run_1/metal_stack.png
Scale bar: 20 um.
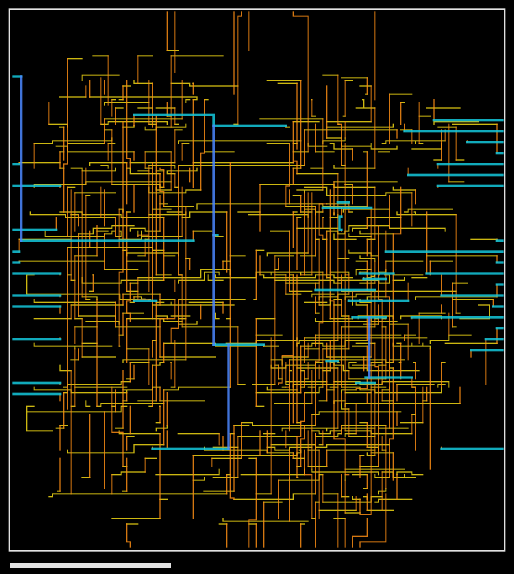
run_1/final_congestion.png
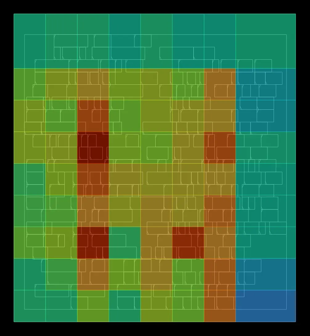
run_1/pdn.png
Pins as bars on the die edge. Tap cells in gray.
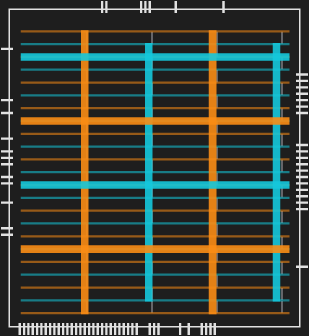
run_1/cell_classes.png
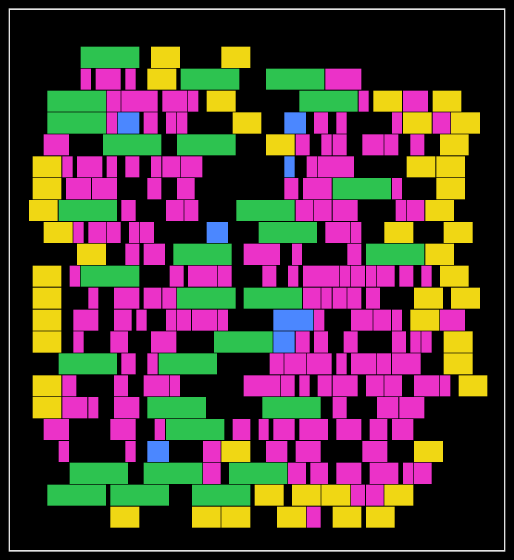
`config.mk`:
```
export PLATFORM = sky130hd
export DESIGN_NAME = pc_sequencer
export DESIGN_NICKNAME = d
export VERILOG_FILES = /design/src/rtl/pc_sequencer.sv
export SDC_FILE = /design/constraint.sdc
export NUM_CORES = 1
export LEC_CHECK = 0
export CORE_ASPECT_RATIO = 1.1
export CORE_MARGIN = 2
export CORE_UTILIZATION = 44
export DETAILED_ROUTE_END_ITERATION = 12
export PLACE_DENSITY_LB_ADDON = 0.3
export SETUP_SLACK_MARGIN = 0.5
export SKIP_LAST_GASP = 1
export SLEW_MARGIN = 20
export SYNTH_ARGS = -nofsm -noshare
export SYNTH_HDL_FRONTEND = slang
export SYNTH_SLANG_ARGS = --single-unit
```
`constraint.sdc`:
```
create_clock -name clock -period 6.62 [get_ports clock]
set_clock_uncertainty 0.15 [all_clocks]
set_input_delay 1.324 -clock clock [delete_from_list [all_inputs] [get_ports clock]]
set_output_delay 1.324 -clock clock [all_outputs]
set_load 0.005 [all_outputs]
```
`src/rtl/pc_sequencer.sv`:
```
// +----------------------------------------------------------------------------+
// | pc_sequencer : program-counter sequencer with jump/branch, IN-stall, halt  |
// |                and saturating retirement counter.                          |
// | Revision     : 1.0                                                         |
// +----------------------------------------------------------------------------+
`default_nettype none

module pc_sequencer #(
    parameter int          LAST_ADDR = 55,
    parameter logic [5:0]  OP_IN     = 6'b011111
) (
    input  logic        clock,
    input  logic        reset,
    input  logic [31:0] instruction,
    input  logic        jump,
    input  logic        branch_taken,
    input  logic [9:0]  target,
    input  logic        in_valid,
    output logic        in_ready,
    output logic [9:0]  adress,
    output logic        halted,
    output logic [15:0] retired
);

    localparam logic [10:0] c_LAST_ADDR = 11'(LAST_ADDR);

    typedef enum logic [1:0] {
        BOOT    = 2'd0,
        RUN     = 2'd1,
        WAIT_IN = 2'd2,
        HALT    = 2'd3
    } state_t;

    state_t      state_q, state_d;
    logic [9:0]  adress_q, adress_d;
    logic        halted_q, halted_d;
    logic [15:0] retired_q, retired_d;

    logic        w_is_in;
    logic        w_active;
    logic        w_retire;
    logic [10:0] w_cand;

    assign w_is_in  = (instruction[31:26] == OP_IN);
    assign w_active = (state_q == RUN) || (state_q == WAIT_IN);
    assign w_retire = w_active && (!w_is_in || in_valid);

    // Widened by one bit so the sequential increment past 1023 cannot wrap.
    always_comb begin
        if (jump)
            w_cand = {1'b0, target};
        else if (branch_taken)
            w_cand = {1'b0, target};
        else
            w_cand = {1'b0, adress_q} + 11'd1;
    end

    always_comb begin
        state_d   = state_q;
        adress_d  = adress_q;
        halted_d  = halted_q;
        retired_d = retired_q;
        unique case (state_q)
            BOOT: begin
                state_d = RUN;
            end
            RUN, WAIT_IN: begin
                if (w_retire) begin
                    if (retired_q != 16'hFFFF)
                        retired_d = retired_q + 16'd1;
                    if (w_cand > c_LAST_ADDR) begin
                        state_d  = HALT;
                        halted_d = 1'b1;
                    end else begin
                        state_d  = RUN;
                        adress_d = w_cand[9:0];
                    end
                end else begin
                    state_d = WAIT_IN;
                end
            end
            HALT: begin
                state_d = HALT;
            end
            default: begin
                state_d = BOOT;
            end
        endcase
    end

    always_ff @(posedge clock) begin
        if (!reset) begin
            state_q   <= BOOT;
            adress_q  <= 10'd0;
            halted_q  <= 1'b0;
            retired_q <= 16'd0;
        end else begin
            state_q   <= state_d;
            adress_q  <= adress_d;
            halted_q  <= halted_d;
            retired_q <= retired_d;
        end
    end

    assign in_ready = w_active && w_is_in;
    assign adress   = adress_q;
    assign halted   = halted_q;
    assign retired  = retired_q;

endmodule

`default_nettype wire

```
==> results.toml, run 1 <==
# synthesis and place-and-route metrics
[routing]
first_iter_violations = 76
drc = 0
avgViaCountPerCell = 5.597
firstDrtPassIters = 4
ant_nets = 0

[placed_design]
placed_area_um2 = 2082
dpl.hpwl_um = 2841
portBuffers = 48
dp_worst_setup_slack_ns = 2.516
finalWeightedCongestion = 0.8588

[floorplan]
io_pins = 75
fp-utilization_pct = 46.63

[logic_synthesis]
ys_async_sr_fraction_pct = 0
yosys.stat.seqShare_pct = 36.48
ys_cells = 196
ys_area_um2 = 1592
ys.flops = 29
ys.flop_type = "dfxtp_1"
adder_share_pct = 3.145
synthDistinctLibCells = 48
mux_area_share_pct = 0.6289
syn_nets = 247
synthAoiAreaFrac_pct = 18.32
synth_area_um2 = 1592
synth_cells = 196
simple_gate_area_share_pct = 29.95
ys.warnings.count = 0
syn_avg_cell_area_um2 = 8.120
xor_area_share_pct = 7.154

[job]
openroad.warnings = 53
drv_cap = 0

[final_timing]
fin_hold_ws_ns = 0.3535
period_minus_slack_ns = 4.099
timing.fmax_mhz = 243.9
finalCritPeriodShare_pct = 61.92
rsz0062_at_grt = "no"
finalHoldViolCount = 0
slew_headroom_pct = 44.35
setup_violations = 0
worst_slew_pin_slew_ns = 0.8298
fin_ws_ns = 2.521
tns_ns = 0
slew_viol_final = 0

[cts]
clock.latency.late_pin_ns = 0.32
clk_path_buf_depth = 2
h-tree-depth = 2
cts.repair.resized = 0
clkSlewWorstSetupHoldPaths_ns = 0.09
postCtsSetupBuffers = 0
cts_buffers = 5
cts_tree = "yes"
clockRootBuffer = "clkbuf_4"
clkSinkCount = 29
ctsHoldBuffers = 0

[grt]
grt_antenna_before_repair = 0
overflow = 0
grt_pass1_wl_um = 6561
grt_pass1_vias = 1503
grt_max_degree = 23

[power]
p_per_area_nw_per_um2 = 179.5
p_leak_nw = 0.7540

[critical_path]
path_class = "input pin to primary output"
crit_path_end_kind = "primary output"
cp.arrival_ns = 2.63
required_ns = 5.15
start_kind = "input pin"
crit_fanout = 3

[final_layout]
drive_above_1_share_pct = 4.545
syn_to_final_growth_pct = 34.28
fillCellCount = 334
lay_top_cells = "clkdlybuf4s50_1, dfxtp_1, nand2_1, nor2_1, nand3_1"
lay_top_count = "clkdlybuf4s50_1"
diodes = 0
final_nets = 293

[status]
outcome = "finished clean"

[worst_hold_path]
hp-class = "flip-flop to flip-flop"
## Picture notes: metal_stack.png
Key: met4 = blue [wire length 68.0 um]; met2 = orange [wire length 1860 um]; met3 = cyan [wire length 267 um]; met1 = yellow [wire length 1810 um]
routed vias: 1623
GRT Overall Usage: 21.21%
final WL: 4000 um
Avg WL per Cell: 13.79 um

## Picture notes: final_congestion.png
met3 Use GR: 5.049%
met1 Resource Use GR: 26.39%
met2 usage: 33.91%

## Picture notes: pdn.png
Key: VSS = orange; VDD = cyan
48 tap cells. 75 signal pins sit on the boundary. 23 met1 rails follow the rows. 4 straps on met5. 4 straps on met4.
DIE WIDTH: 61.35 um
placeable core area: 3413 um2
die y size: 67.08 um
Max IR drop VDD: 157.6 uV

## Picture notes: cell_classes.png
Key: clock drivers and dummy loads = blue [cells 7, share of their area 2.7%]; all other logic = magenta [cells 158, share of their area 46%]; flip-flops = green [cells 29, share of their area 28%]; other buffers and delay cells = yellow [cells 48, share of their area 23%]
sequential cell area share: 27.17%
Design Area, Final: 2137 um2
final core occ: 62.61%
FP Rows: 22

run 1: power breakdown:
group	leakage, nW	switching (mW)	internal (mW)
registers	0.235	0.00984	0.183
logic	0.488	0.0412	0.0409
clock network	0.0314	0.0583	0.0501
run 1: sequential cells by signal, summed over array words and instances (netlist names):
register and cells:
adress 10, state_q 2, halted 1, retired 16
run 1: through the flow:
| stage | utilization [%] | std cells |
|---|---|---|
| floorplan | - | 196 |
| global placement | 61.00 | 283 |
| detailed placement | 61.00 | 283 |
| CTS | 62.61 | 290 |
| global route | 62.61 | 290 |
| finish | 62.61 | 290 |
run 1: layer usage:
layer	GRT usage, %	vias to the layer above	part of all wire [%]
li1	-	806	-
met1	26.39	748	45
met2	33.91	60	46
met3	5.049	9	6.7
met4	9.840	0	1.7
met5	0	-	0
run 1: cell families after synthesis:
family,Yosys count
AOI/OAI and AO/OA,42
xor gates and xnor gates,13
adders and majority gates,4
buffers and inverters,14
DFF,29
muxes,1
and+or+nand+nor,93
run 1: cells in the mapped netlist, drive strengths merged (2+ instances only):
cell type | n | share of area, %
xnor2 | 6 | 3.3
clkbuf | 5 | 1.2
nor3 | 7 | 2.2
ha | 4 | 3.1
a31oi | 3 | 1.2
a311oi | 2 | 1.1
nand4 | 5 | 2.0
nor4 | 2 | 0.79
o21a | 2 | 0.94
nand2b | 2 | 0.79
or3 | 3 | 1.2
xor2 | 7 | 3.9
a211oi | 4 | 2.2
o31ai | 3 | 1.7
nor2 | 20 | 4.7
inv | 5 | 1.2
dfxtp | 29 | 36
and3 | 6 | 2.4
buf | 4 | 2.0
and2 | 2 | 0.94
nand3 | 15 | 4.7
o21ai | 9 | 2.8
and4 | 4 | 2.2
nand2 | 21 | 5.0
a21oi | 9 | 2.8
run 1: worst max-delay path, cell delays in order:
cell and delay (ns):
clkdlybuf4s50_1 0.46, nand4_1 0.14, nor3_1 0.19, clkdlybuf4s50_1 0.52
run 1: final timing paths:
path / slack (ns) / start / endpoint / cells past startpoint
worst max-delay path: 2.52 / instruction[29] / in_ready / 4
worst min-delay path: 0.35 / retired[1]$_SDFFE_PN0P_ / retired[1]$_SDFFE_PN0P_ / 2
worst max register to register: 3.85 / adress[0]$_SDFFE_PN0P_ / adress[5]$_SDFFE_PN0P_ / 7
worst min register to register: 0.35 / retired[1]$_SDFFE_PN0P_ / retired[1]$_SDFFE_PN0P_ / 2
run 1: cell type report:
class | instances | area (um2) | share of cell area [%]
Multi-Input combinational cell | 153 | 942.2 | 44.09
Clock buffer | 7 | 55.05 | 2.576
Inverter | 5 | 18.77 | 0.8782
Timing Repair Buffer | 48 | 480.5 | 22.48
Sequential cell | 29 | 580.6 | 27.17
Tap cell | 48 | 60.06 | 2.810
run_1/clock_map.png
Scale bar: 20 um.
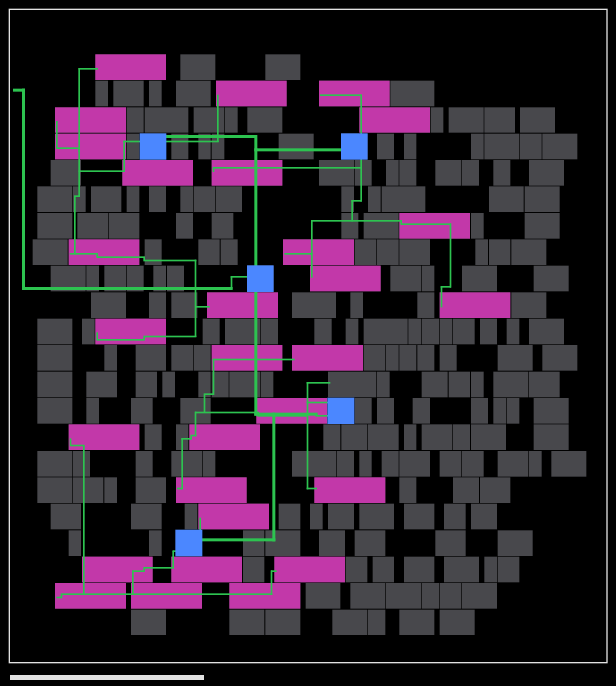

==> run 2, diff against run 1 <==
CORE_UTILIZATION = 41   (was 44)
clock period = 4 ns   (was 6.62 ns; I/O delays follow)
run_2/clock_map.png
Scale bar: 20 um.
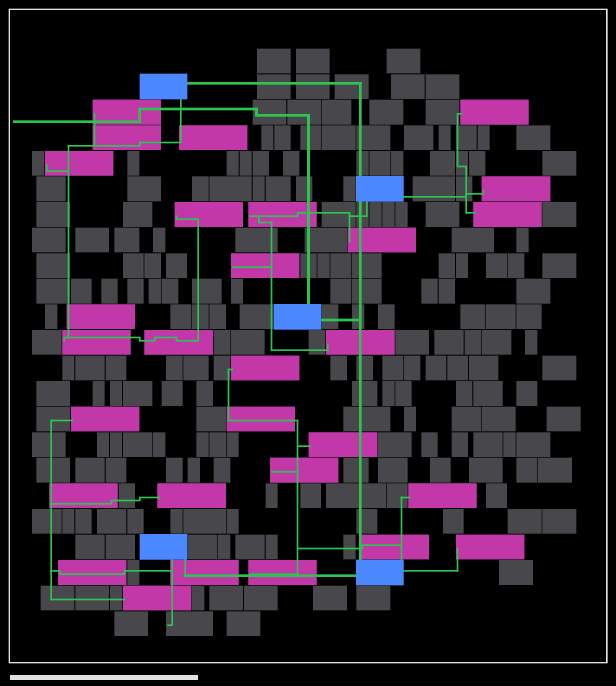
Key: flip-flops = magenta [count 29]; clock wires = green [length 447 um]; cells driving clock nets = blue [count 5]
Position of the flops: widely spread.
Power Clock: 0.244 mW
Clk pwr share: 35.1%
clk_lat worst skew: 0.29 ns

==> results.toml, run 2 <==
# synthesis and place-and-route metrics
[final_layout]
largest_reg_flops = 16
fillCellCount = 375
lay_top_count = "clkdlybuf4s50_1"
diodes = 0
drive_above_1_share_pct = 4.545
syn_to_final_growth_pct = 36.40

[critical_path]
crit_top_cell = "clkdlybuf4s50_1"
path_cells = "clkdlybuf4s50_1, nand4_1, nor3_1, clkdlybuf4s50_1"
crit_path_end_kind = "primary output"
crit_fanout = 3
critical_path.top_delay_family = "buffers and inverters"

[logic_synthesis]
synth.largest_area_cell = "dfxtp_1"
ys_area_um2 = 1592
synthDistinctLibCells = 48
ys_top_cells_by_count = "dfxtp_1, nand2_1, nor2_1"
syn_nets = 247
syn_avg_cell_area_um2 = 8.120
synth_cells = 196
ys_cells = 196
synth_top_area_share_pct = 36.48
ys.warnings.count = 0

[placed_design]
portBuffers = 48
dpl.hpwl_um = 2892
finalWeightedCongestion = 0.7937
placed_area_um2 = 2085

[floorplan]
fp-utilization_pct = 43.21
core.rowCount = 23
die_width_um = 63.41
io_pins = 75

[power]
swShare_pct = 27.16
p_leak_nw = 0.7670

[routing]
top_layer = "met4"
num_vias = 1598
met2_length_um = 1930
route.met3.wl_um = 240

[grt]
overflow = 0
grt_pass1_vias = 1413
grt_usage_pct = 18.56

[job]
drv_cap = 0

[final_timing]
period_minus_slack_ns = 3.067
slew_headroom_pct = 44.78
tns_ns = 0
timing.fmax_mhz = 326.1
worst_slew_pin_slew_ns = 0.8234

[cts]
clk_path_buf_depth = 2
cts.repair.resized = 0
cts_tree = "yes"
postCtsSetupBuffers = 0

[status]
outcome = "finished clean"
[run 2: cell count changes in the layout (fill, tap and decap cells not counted)]
cell,change
clkbuf_4,-5
clkbuf_8,+5
[run 2: cells by family after synthesis]
| kind of cell | share of synthesized area (%) |
|---|---|
| buf+inv | 4.324 |
| mux | 0.6290 |
| flops | 36.48 |
| xor+xnor | 7.154 |
| simple gates | 29.95 |
| compound gates | 18.32 |
| fa+ha+maj | 3.145 |
[run 2: layout make-up]
cell class                 count  area (um2)  share of cell area [%]
clock buffer                   7       86.33                   3.977
inverter                       5       18.77                  0.8646
sequential                    29       580.6                   26.74
multi-input combinational    153       942.2                   43.40
tap                           50       62.56                   2.882
timing repair buffer          48       480.5                   22.13
[run 2: path summary, 6_finish.rpt]
check / from / to / slack [ns] / depth (start not counted)
setup / recovery: instruction[29] / in_ready / 0.93 / 4
hold / removal: retired[1]$_SDFFE_PN0P_ / retired[1]$_SDFFE_PN0P_ / 0.34 / 2
setup reg to reg: adress[0]$_SDFFE_PN0P_ / adress[2]$_SDFFE_PN0P_ / 1.27 / 7
hold reg to reg: retired[1]$_SDFFE_PN0P_ / retired[1]$_SDFFE_PN0P_ / 0.34 / 2
[run 2: tightest hold or removal path: stages, from the launching register on]
cell and delay, ns:
dfxtp_1 0.33, nand2_1 0.06, a21oi_1 0.05
[run 2: power groups by stage]
stage	registers [mW]	logic, mW	clock network, mW
floorplan	0.323	0.0763	0
global placement	0.325	0.131	0
detailed placement	0.326	0.133	0
CTS	0.320	0.134	0.249
global route	0.322	0.150	0.262
finish	0.320	0.133	0.244
[run 2: metrics by stage]
step | cells | setup slack [ns] | hold WS [ns]
after floorplan | 196 | 1.618 | 0.3314
after detailed placement | 285 | 0.7772 | 0.3370
after CTS | 292 | 0.9273 | 0.3451
final | 292 | 0.9330 | 0.3428
after global placement | 285 | 0.8157 | 0.3342
after global routing | 292 | 0.8498 | 0.3845
[run 2: per-layer routing]
layer | GRT usage [%] | vias up
met1 | 21.95 | 747
met2 | 30.64 | 39
met5 | 0 | -
met3 | 6.331 | 6
li1 | - | 806
met4 | 7.246 | 0
Power is estimated from default activity; no workload was simulated.
